==> config.mk <==
export PLATFORM = sky130hd
export DESIGN_NAME = rcc_rst_seq_mux_flat
export DESIGN_NICKNAME = d
export VERILOG_FILES = /design/src/rtl/rcc_rst_pkg.sv /design/src/rtl/rcc_rst_seq_mux_if.sv /design/src/rtl/rcc_rst_sync.sv /design/src/rtl/rcc_rst_seq_mux.sv /design/src/flat_wrapper.sv
export SDC_FILE = /design/constraint.sdc
export NUM_CORES = 1
export LEC_CHECK = 0
export CAP_MARGIN = 20
export CORE_MARGIN = 2
export CORE_UTILIZATION = 40
export CTS_CLUSTER_DIAMETER = 80
export DETAILED_ROUTE_END_ITERATION = 7
export PLACE_DENSITY = 0.64
export SKIP_CTS_REPAIR_TIMING = 1
export SYNTH_ARGS = -nofsm -noshare
export SYNTH_HDL_FRONTEND = slang
export SYNTH_SLANG_ARGS = --single-unit
export TNS_END_PERCENT = 5
==> constraint.sdc <==
create_clock -name clk -period 2.45 [get_ports clk]
set_input_delay 0.49 -clock clk [delete_from_list [all_inputs] [get_ports clk]]
set_output_delay 0.49 -clock clk [all_outputs]
set_load 0.02 [all_outputs]
### Sequential cells grouped by signal name

Other sequential cells in the stronger gray, the rest of the logic in the fainter gray.
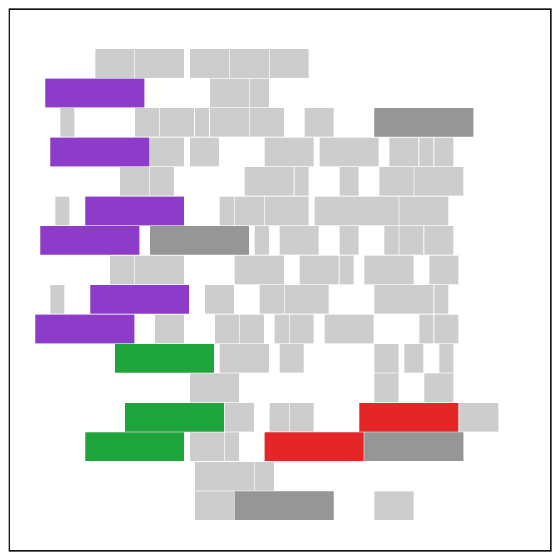
green -> u_core.cnt_q  # flops 3
red -> u_core.state_q  # flops 2
purple -> u_core.g_ch.u_sync.sync_q  # flops 6
Seq area share: 0.359
Seq group: 322 uW
Reg area: 375 um^2

### Congestion heat map

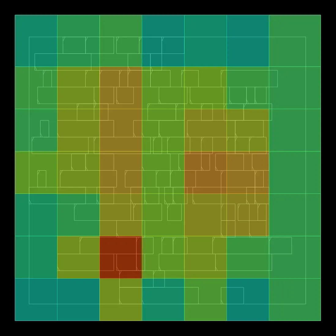
GRT met1 Usage: 0.163
final core occ: 0.533

### M2 wires

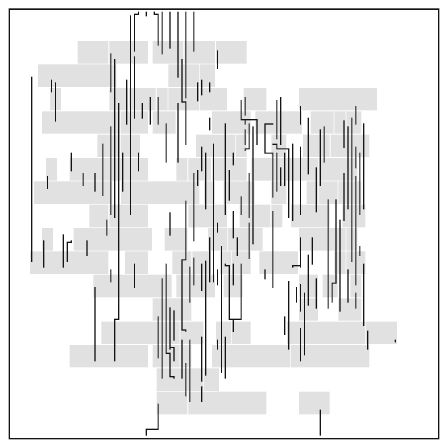
share of all routed wire = 48%
main direction = vertical
wire length on this layer = 757 um
nets with wire on the layer = 95
vias: 617
final WL: 1.57 mm
routing usage on met2: 0.216

### Selected gate families

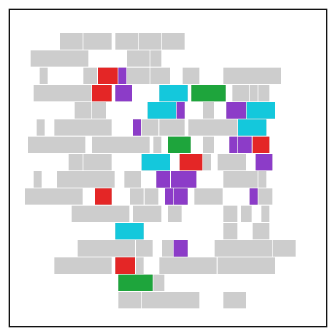
purple -> nand cells  # cells 14, where center
red -> non-inverting ao/oa cells  # cells 6
cyan -> fa/ha/maj cells  # cells 6
green -> mux cells  # cells 3
Comb area share: 0.441
Layout Cells excl Fill: 121
dominant logic cell type in the layout: dfrtp_1

==> metrics.cfg <==
[cells_and_area]
largest_reg_flops = 6
logic_area_um2 = 460
dominant_cells = multi-input combinational cells
buf_share = 0.132
nFlopsAndLatches = 15

[global_route]
antenna_found_initial = 0
use_met3 = 0.0273
grt-busiest-layer = met2

[route]
route.detailed.drc = 0
drt_iter0_drc = 10

[die]
ios = 12
taps = 27
die_w_um = 49.8
die_area_mm2 = 0.00248
initial_core_util = 0.428
coreArea_mm2 = 0.00196

[clocking]
cts_buffers = 3
cts.path.max_buffers = 2
cts_htree_levels = 1

[run_status]
status = finished clean

[place]
placed_area_mm2 = 0.00101
placed_cells = 117

[final_timing]
period_used_share = 0.943
tightest_slew_ns = 0.511
drv_slew = 0

[critical_path]
cp_max_fo = 2
cp.depth = 4
critPathRequiredTime_ns = 1.96

[logic_synthesis]
top_cells_by_area = dfrtp_1 (45%), ha_1 (8.9%), nor2b_1 (3.7%), mux2_4 (3.6%), a21oi_1 (3.0%)
synth_area_um2 = 840
synth_top_cell_by_count = dfrtp_1
ys_seq_frac = 0.447

[pwr]
switching_power_uw = 356
p_sw_frac = 0.381
clkPwrFrac = 0.148
power_density_mw_per_mm2 = 896

Power is estimated from default activity; no workload was simulated.
